[src/rtl/pulse_channel_pkg.sv]
// Shared constants for the APU pulse voice: length lookup, duty waveforms, register map.
package pulse_channel_pkg;

  localparam int REG_CTRL  = 0;
  localparam int REG_SWEEP = 1;
  localparam int REG_LO    = 2;
  localparam int REG_HI    = 3;

  localparam int unsigned ENV_TICK_HZ = 240;
  localparam int unsigned LEN_TICK_HZ = 120;

  localparam int CTRL_LOOP_BIT  = 5;
  localparam int CTRL_CONST_BIT = 4;
  localparam int SWEEP_EN_BIT   = 7;
  localparam int SWEEP_NEG_BIT  = 3;

  localparam logic [7:0] LEN_TABLE [32] = '{
    8'd10,  8'd254, 8'd20,  8'd2,  8'd40, 8'd4,  8'd80, 8'd6,
    8'd160, 8'd8,   8'd60,  8'd10, 8'd14, 8'd12, 8'd26, 8'd14,
    8'd12,  8'd16,  8'd24,  8'd18, 8'd48, 8'd20, 8'd96, 8'd22,
    8'd192, 8'd24,  8'd72,  8'd26, 8'd16, 8'd28, 8'd32, 8'd30
  };

  // Bit [i] is the output level at sequencer index i.
  localparam logic [7:0] DUTY_PATTERN [4] = '{
    8'b00000010, 8'b00000110, 8'b00011110, 8'b11111001
  };

endpackage

[src/rtl/pulse_channel_if.sv]
// Register-write strobes, frame ticks and sample output of one pulse voice.
interface pulse_channel_if #(
  parameter int unsigned VOL_W = 4
);
  logic             enable_240hz;
  logic             enable_120hz;
  logic             chan_en;
  logic [3:0]       wr;
  logic [7:0]       din;
  logic [VOL_W-1:0] pulse_out;
  logic             active;

  modport master (
    output enable_240hz, enable_120hz, chan_en, wr, din,
    input  pulse_out, active
  );

  modport slave (
    input  enable_240hz, enable_120hz, chan_en, wr, din,
    output pulse_out, active
  );
endinterface

[src/rtl/pulse_channel_envelope.sv]
// Envelope generator: start flag, divider and decay counter, clocked by the 240 Hz tick.
module pulse_channel_envelope #(
  parameter int unsigned VOL_W = 4
) (
  input  logic             clk,
  input  logic             rst,
  input  logic             tick,
  input  logic             start,
  input  logic             loop,
  input  logic [VOL_W-1:0] vol,
  output logic [VOL_W-1:0] decay
);

  logic             start_q, start_d;
  logic [VOL_W-1:0] div_q, div_d;
  logic [VOL_W-1:0] decay_q, decay_d;

  always_comb begin
    start_d = start_q;
    div_d   = div_q;
    decay_d = decay_q;
    if (tick) begin
      if (start_q) begin
        start_d = 1'b0;
        decay_d = '1;
        div_d   = vol;
      end else if (div_q == '0) begin
        div_d = vol;
        if (decay_q != '0) begin
          decay_d = decay_q - VOL_W'(1);
        end else if (loop) begin
          decay_d = '1;
        end
      end else begin
        div_d = div_q - VOL_W'(1);
      end
    end
    // A new note arriving on the tick cycle must still restart the envelope.
    if (start) begin
      start_d = 1'b1;
    end
  end

  always_ff @(posedge clk or posedge rst) begin
    if (rst) begin
      start_q <= 1'b0;
      div_q   <= '0;
      decay_q <= '0;
    end else begin
      start_q <= start_d;
      div_q   <= div_d;
      decay_q <= decay_d;
    end
  end

  assign decay = decay_q;

endmodule

[src/rtl/pulse_channel.sv]
// NES-style pulse voice: timer, duty sequencer, envelope, sweep unit and length counter.
module pulse_channel
  import pulse_channel_pkg::*;
#(
  parameter int unsigned TIMER_W     = 11,
  parameter int unsigned VOL_W       = 4,
  parameter int unsigned LEN_W       = 8,
  parameter bit          NEGATE_ONES = 1'b1
) (
  input logic            clk,
  input logic            rst,
  pulse_channel_if.slave bus
);

  logic [1:0]         duty_q, duty_d;
  logic               halt_q, halt_d;
  logic               const_vol_q, const_vol_d;
  logic [VOL_W-1:0]   vol_q, vol_d;
  logic               sw_en_q, sw_en_d;
  logic [2:0]         sw_rate_q, sw_rate_d;
  logic               sw_neg_q, sw_neg_d;
  logic [2:0]         sw_shift_q, sw_shift_d;
  logic               sw_reload_q, sw_reload_d;
  logic [2:0]         sw_div_q, sw_div_d;
  logic [TIMER_W-1:0] period_q, period_d;
  logic [TIMER_W-1:0] timer_q, timer_d;
  logic [2:0]         seq_q, seq_d;
  logic [LEN_W-1:0]   length_q, length_d;
  logic               step_q, step_d;
  logic [VOL_W-1:0]   pulse_out_q, pulse_out_d;

  logic [VOL_W-1:0]   decay;
  logic [VOL_W-1:0]   volume;
  logic [TIMER_W-1:0] delta;
  logic [TIMER_W:0]   sum, diff, target;
  logic               mute;
  logic               active;
  logic               cpu_period_wr;
  logic [7:0]         pattern;

  pulse_channel_envelope #(
    .VOL_W (VOL_W)
  ) u_env (
    .clk   (clk),
    .rst   (rst),
    .tick  (bus.enable_240hz),
    .start (bus.wr[REG_HI]),
    .loop  (halt_q),
    .vol   (vol_q),
    .decay (decay)
  );

  assign volume = const_vol_q ? vol_q : decay;
  assign active = (length_q != '0);

  // Sweep target is one bit wider so upward overflow and downward borrow are both visible.
  assign delta  = period_q >> sw_shift_q;
  assign sum    = {1'b0, period_q} + {1'b0, delta};
  assign diff   = {1'b0, period_q} - {1'b0, delta} - (TIMER_W + 1)'(NEGATE_ONES);
  assign target = sw_neg_q ? (diff[TIMER_W] ? '0 : diff) : sum;
  assign mute   = (period_q < TIMER_W'(8)) || (!sw_neg_q && sum[TIMER_W]);

  assign cpu_period_wr = bus.wr[REG_LO] | bus.wr[REG_HI];
  assign pattern       = DUTY_PATTERN[duty_q];

  always_comb begin
    duty_d      = duty_q;
    halt_d      = halt_q;
    const_vol_d = const_vol_q;
    vol_d       = vol_q;
    sw_en_d     = sw_en_q;
    sw_rate_d   = sw_rate_q;
    sw_neg_d    = sw_neg_q;
    sw_shift_d  = sw_shift_q;
    sw_reload_d = sw_reload_q;
    sw_div_d    = sw_div_q;
    period_d    = period_q;
    timer_d     = timer_q;
    seq_d       = seq_q;
    length_d    = length_q;
    step_d      = 1'b0;
    pulse_out_d = pulse_out_q;

    if (bus.wr[REG_CTRL]) begin
      duty_d      = bus.din[7:6];
      halt_d      = bus.din[CTRL_LOOP_BIT];
      const_vol_d = bus.din[CTRL_CONST_BIT];
      vol_d       = VOL_W'(bus.din[3:0]);
    end

    if (bus.enable_120hz) begin
      if (sw_div_q == 3'd0 && sw_en_q && sw_shift_q != 3'd0 && !mute && !cpu_period_wr) begin
        period_d = target[TIMER_W-1:0];
      end
      if (sw_div_q == 3'd0 || sw_reload_q) begin
        sw_div_d    = sw_rate_q;
        sw_reload_d = 1'b0;
      end else begin
        sw_div_d = sw_div_q - 3'd1;
      end
    end

    if (bus.wr[REG_SWEEP]) begin
      sw_en_d     = bus.din[SWEEP_EN_BIT];
      sw_rate_d   = bus.din[6:4];
      sw_neg_d    = bus.din[SWEEP_NEG_BIT];
      sw_shift_d  = bus.din[2:0];
      sw_reload_d = 1'b1;
    end

    if (bus.wr[REG_LO]) begin
      period_d[7:0] = bus.din;
    end
    if (bus.wr[REG_HI]) begin
      period_d[TIMER_W-1:8] = bus.din[TIMER_W-9:0];
    end

    if (timer_q == '0) begin
      timer_d = period_q;
      seq_d   = seq_q - 3'd1;
      step_d  = 1'b1;
    end else begin
      timer_d = timer_q - TIMER_W'(1);
    end
    if (bus.wr[REG_HI]) begin
      seq_d  = 3'd0;
      step_d = 1'b1;
    end

    if (!bus.chan_en) begin
      length_d = '0;
    end else if (bus.wr[REG_HI]) begin
      length_d = LEN_W'(LEN_TABLE[bus.din[7:3]]);
    end else if (bus.enable_120hz && length_q != '0 && !halt_q) begin
      length_d = length_q - LEN_W'(1);
    end

    // Output only resamples after a sequencer step, so duty/volume edits land on step edges.
    if (step_q) begin
      pulse_out_d = (pattern[seq_q] && active && !mute) ? volume : '0;
    end
  end

  always_ff @(posedge clk or posedge rst) begin
    if (rst) begin
      duty_q      <= '0;
      halt_q      <= 1'b0;
      const_vol_q <= 1'b0;
      vol_q       <= '0;
      sw_en_q     <= 1'b0;
      sw_rate_q   <= '0;
      sw_neg_q    <= 1'b0;
      sw_shift_q  <= '0;
      sw_reload_q <= 1'b0;
      sw_div_q    <= '0;
      period_q    <= '0;
      timer_q     <= '0;
      seq_q       <= '0;
      length_q    <= '0;
      step_q      <= 1'b0;
      pulse_out_q <= '0;
    end else begin
      duty_q      <= duty_d;
      halt_q      <= halt_d;
      const_vol_q <= const_vol_d;
      vol_q       <= vol_d;
      sw_en_q     <= sw_en_d;
      sw_rate_q   <= sw_rate_d;
      sw_neg_q    <= sw_neg_d;
      sw_shift_q  <= sw_shift_d;
      sw_reload_q <= sw_reload_d;
      sw_div_q    <= sw_div_d;
      period_q    <= period_d;
      timer_q     <= timer_d;
      seq_q       <= seq_d;
      length_q    <= length_d;
      step_q      <= step_d;
      pulse_out_q <= pulse_out_d;
    end
  end

  assign bus.pulse_out = pulse_out_q;
  assign bus.active    = active;

endmodule

[src/flat_wrapper.sv]
// flat-port wrapper written by rule: the top's interface ports become plain ports
module pulse_channel_flat import pulse_channel_pkg::*;
#(
  parameter int unsigned TIMER_W     = 11,
  parameter int unsigned VOL_W       = 4,
  parameter int unsigned LEN_W       = 8,
  parameter bit          NEGATE_ONES = 1'b1
)
  (clk, rst, bus_enable_240hz, bus_enable_120hz, bus_chan_en, bus_wr, bus_din, bus_pulse_out, bus_active);
  pulse_channel_if #(.VOL_W(VOL_W)) bus_i ();
  input logic clk;
  input logic rst;
  input wire logic [$bits(bus_i.enable_240hz)-1:0] bus_enable_240hz;
  input wire logic [$bits(bus_i.enable_120hz)-1:0] bus_enable_120hz;
  input wire logic [$bits(bus_i.chan_en)-1:0] bus_chan_en;
  input wire logic [$bits(bus_i.wr)-1:0] bus_wr;
  input wire logic [$bits(bus_i.din)-1:0] bus_din;
  output wire logic [$bits(bus_i.pulse_out)-1:0] bus_pulse_out;
  output wire logic [$bits(bus_i.active)-1:0] bus_active;
  assign bus_i.enable_240hz = bus_enable_240hz;
  assign bus_i.enable_120hz = bus_enable_120hz;
  assign bus_i.chan_en = bus_chan_en;
  assign bus_i.wr = bus_wr;
  assign bus_i.din = bus_din;
  assign bus_pulse_out = bus_i.pulse_out;
  assign bus_active = bus_i.active;
  pulse_channel #(.TIMER_W(TIMER_W), .VOL_W(VOL_W), .LEN_W(LEN_W), .NEGATE_ONES(NEGATE_ONES)) u_core (.clk(clk), .rst(rst), .bus(bus_i));
endmodule
[config.mk]
export PLATFORM = sky130hd
export DESIGN_NAME = pulse_channel_flat
export DESIGN_NICKNAME = d
export VERILOG_FILES = /design/src/rtl/pulse_channel_pkg.sv /design/src/rtl/pulse_channel_if.sv /design/src/rtl/pulse_channel_envelope.sv /design/src/rtl/pulse_channel.sv /design/src/flat_wrapper.sv
export SDC_FILE = /design/constraint.sdc
export NUM_CORES = 1
export LEC_CHECK = 0
export ABC_CLOCK_PERIOD_IN_PS = 4900
export CAP_MARGIN = 20
export CELL_PAD_IN_SITES_DETAIL_PLACEMENT = 0
export CELL_PAD_IN_SITES_GLOBAL_PLACEMENT = 2
export CORE_MARGIN = 5
export CORE_UTILIZATION = 38
export DETAILED_ROUTE_END_ITERATION = 16
export PLACE_DENSITY_LB_ADDON = 0.1
export SKIP_CTS_REPAIR_TIMING = 1
export SLEW_MARGIN = 20
export SYNTH_ARGS = -nofsm -noshare
export SYNTH_HDL_FRONTEND = slang
export SYNTH_SLANG_ARGS = --single-unit
export TNS_END_PERCENT = 10
[constraint.sdc]
create_clock -name clk -period 4.9 [get_ports clk]
set_input_delay 0.98 -clock clk [delete_from_list [all_inputs] [get_ports clk]]
set_output_delay 0.98 -clock clk [all_outputs]
set_load 0.02 [all_outputs]
==> Slide: Implementation Results <==
Implementation Results

Yosys
  – Ys cells: 594
  – Leading area contributor after synthesis: dfrtp_1
  – Avg Synthesized Cell Area: 8.63 um2
  – Mapped Cells: 594
  – Yosys synthesis warning count: 0

Final timing
  – Clk_skew: 0.00671 ns
  – # setup viols final: 0
  – Achievable Freq: 264 MHz
  – Worst Tran Pin Value: 0.743 ns

Power and ir drop
  – Clock share of power: 27.2%
  – Total power draw: 2.16 mW
  – Seq pwr share: 36.5%
  – PD cells: 375 nW/um2
  – Combinational share of power: 36.3%

Setup path
  – R2r worst-path depth: 14
  – Crit path DAT: 4.00 ns
  – Cell repeated most along the worst path: o21ai_0
  – Critical-path cell list: mux2_2, o21ai_0, nand2_1, o21ai_0, inv_1, ha_1, or3b_1, a311oi_1, a21oi_1, nand3_1, nor3b_2, buf_4, nor2_2, a221o_1
  – CP max FO: 18
  – Crit path launch: u_core.sw_shift_q[1]
  – Critical-path top delay cell: dfrtp_1

Outcome
  – Run status: complete, no violations

Placement
  – Placement Setup Slack: 1.20 ns

Clocking
  – Clock-pin slew on the worst setup and hold paths: 0.05 ns
  – Root buf cell: clkbuf_16

Min path
  – HP Start: u_core.timer_q[0]

GRT
  – First-pass GRT wire length: 22800 um
  – Vias in the first global route: 4156
  – Pin count of the biggest net entering global routing: 44

Routing
  – Antenna-violating nets left: 0
  – Post-route DRC: 0
  – DR vias/cell: 5.58

Run
  – Total tool warning count: 45

Floorplan
  – Row cnt: 42

Layout
  – Most instantiated logic cells after routing: dfrtp_1 (67), inv_1 (53), nor2_1 (52)
  – Commonest Layout Cell: dfrtp_1
  – Logic area: 3110 um2
  – Fill cell count: 1369
  – Nets: 657
  – Flop area: 1680 um2
## metal layers
layer	vias to the layer above	wire, um	global-route usage, %
met2	96	6080	27.0
met1	2110	6920	25.9
li1	2131	-	-
met5	-	0	0
met4	0	204	4.92
met3	17	733	3.98
## final cells by class
cell class	instances	share of cell area [%]
Tap cell	176	3.83
Timing Repair Buffer	28	4.79
Multi-Input combinational cell	440	54.0
Clock buffer	9	3.92
Inverter	54	3.53
Clock inverter	6	0.740
Sequential cell	67	29.2
## worst max-delay path, delay by kind of cell, from the launching register on
family | cells | cell delay, ns
AND-OR/OR-AND | 5 | 1.13
flip-flops | 1 | 0.75
AND/OR/NAND/NOR | 5 | 0.80
buffers and inverters | 2 | 0.30
multiplexers | 1 | 0.42
adder cells (fa/ha/maj) | 1 | 0.26
## state kept, by name, summed over array words and instances (netlist names), 2 cells and up
name                  count
u_core.length_q           8
u_core.vol_q              4
u_core.u_env.decay        4
u_core.sw_shift_q         3
u_core.sw_rate_q          3
u_core.period_q          11
u_core.seq_q              3
u_core.sw_div_q           3
u_core.timer_q           11
u_core.duty_q             2
u_core.bus.pulse_out      4
u_core.u_env.div_q        4
## cells in the mapped netlist, types with 6 or more instances
master and n:
a211oi_1 9, a21oi_1 47, clkbuf_1 26, dfrtp_1 67
ha_1 38, inv_1 54, mux2_2 17, mux2i_1 14
nand2_1 39, nand2b_1 10, nand3_1 16, nor2_1 52
nor2b_1 6, nor3_1 12, o21ai_0 38, o21bai_1 6
o22ai_1 6, o31ai_1 7, or3_1 9, xnor2_1 15
xor2_1 9
## power by group through the flow
stage,clock (mW),sequential [mW],combinational [mW]
6_report,0.588,0.787,0.783
5_1_grt,0.630,0.808,0.877
4_1_cts,0.608,0.786,0.784
3_5_place_dp,0,0.796,0.777
3_3_place_gp,0,0.794,0.781
2_1_floorplan,0,0.753,0.606
## final timing paths
path / to / slack (ns)
setup / recovery: u_core.period_q[6] / 1.12
min in group asynchronous: u_core.u_env.div_q[0] / 0.98
hold / removal: u_core.timer_q[0] / 0.49
hold reg to reg: u_core.timer_q[0] / 0.49
max in group asynchronous: u_core.length_q[1] / 3.21
setup reg to reg: u_core.period_q[6] / 1.12
## cells by family after synthesis
kind of cell,share of synthesized area (%)
adders and majority gates,10.1
xor gates and xnor gates,4.10
muxes,8.22
DFF,32.7
buffers and inverters,6.71
and+or+nand+nor,16.7
AOI/OAI and AO/OA,21.5
## per-stage QoR
stage	util, %	area [um2]
finish	43.4	5750
floorplan	-	5130
CTS	43.3	5730
global placement	41.2	5460
detailed placement	41.2	5460
global route	43.4	5750
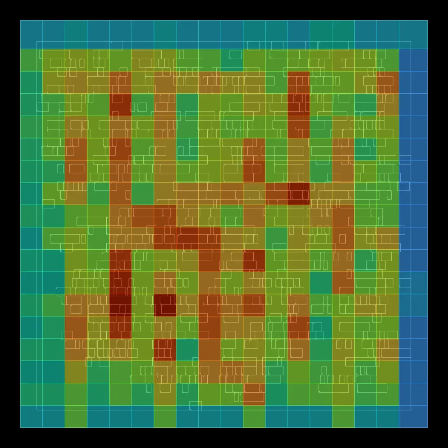
congestion.png
wire length per cell: 17.9 um
met2 GRT Util: 27.0%
GRT busiest layer: met2
GR Util met3: 3.98%
GRT Total Usage: 17.9%

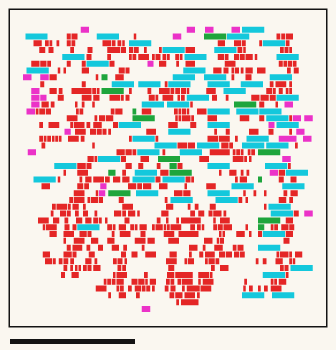
placement_by_type.png
Bar = 50 um.
combinational and other logic -> red  # cells 494
clock drivers and dummy loads -> green  # cells 15
remaining buffers and delay cells -> magenta  # cells 28
sequential cells -> cyan  # cells 67
core area: 13200 um2
Post-Layout Inst Area: 5750 um2
fin util: 43.4%
fraction of area in registers: 29.2%

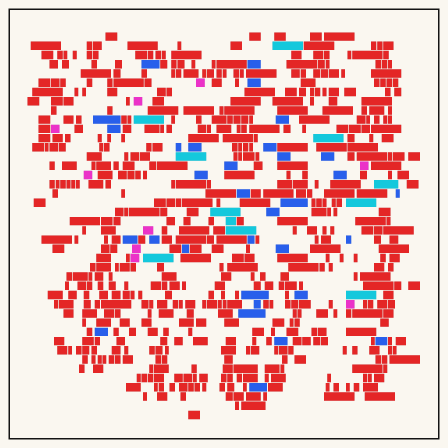
sizes.png
_2 cells -> blue  # cells 32, share 5.3%, most used mux2_2
_0 and _1 cells -> red  # cells 552, share 91%, most used dfrtp_1
_6 and larger -> cyan  # cells 11, share 1.8%, most used clkbuf_16
_3 and _4 cells -> magenta  # cells 9, share 1.5%, most used buf_4
P&R area growth vs syn: 12.1%
setup ws final: 1.12 ns
Non-CTS buffers: 28

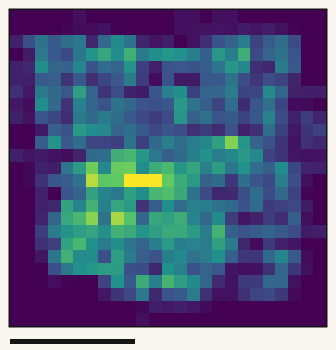
metal_density.png
Bar = 50 um. The die is cut into 25 by 25 equal tiles; dark purple is low, yellow is high, scaled to the fullest tile. Values are wire area over tile area, all layers added.
nearly empty tiles = 22%
tiles over half the peak = 13%
fullest tile = 0.57
mean over tiles = 0.14
final wirelength: 13900 um
vias after detailed routing: 4354

Power and IR drop assume default switching activity.
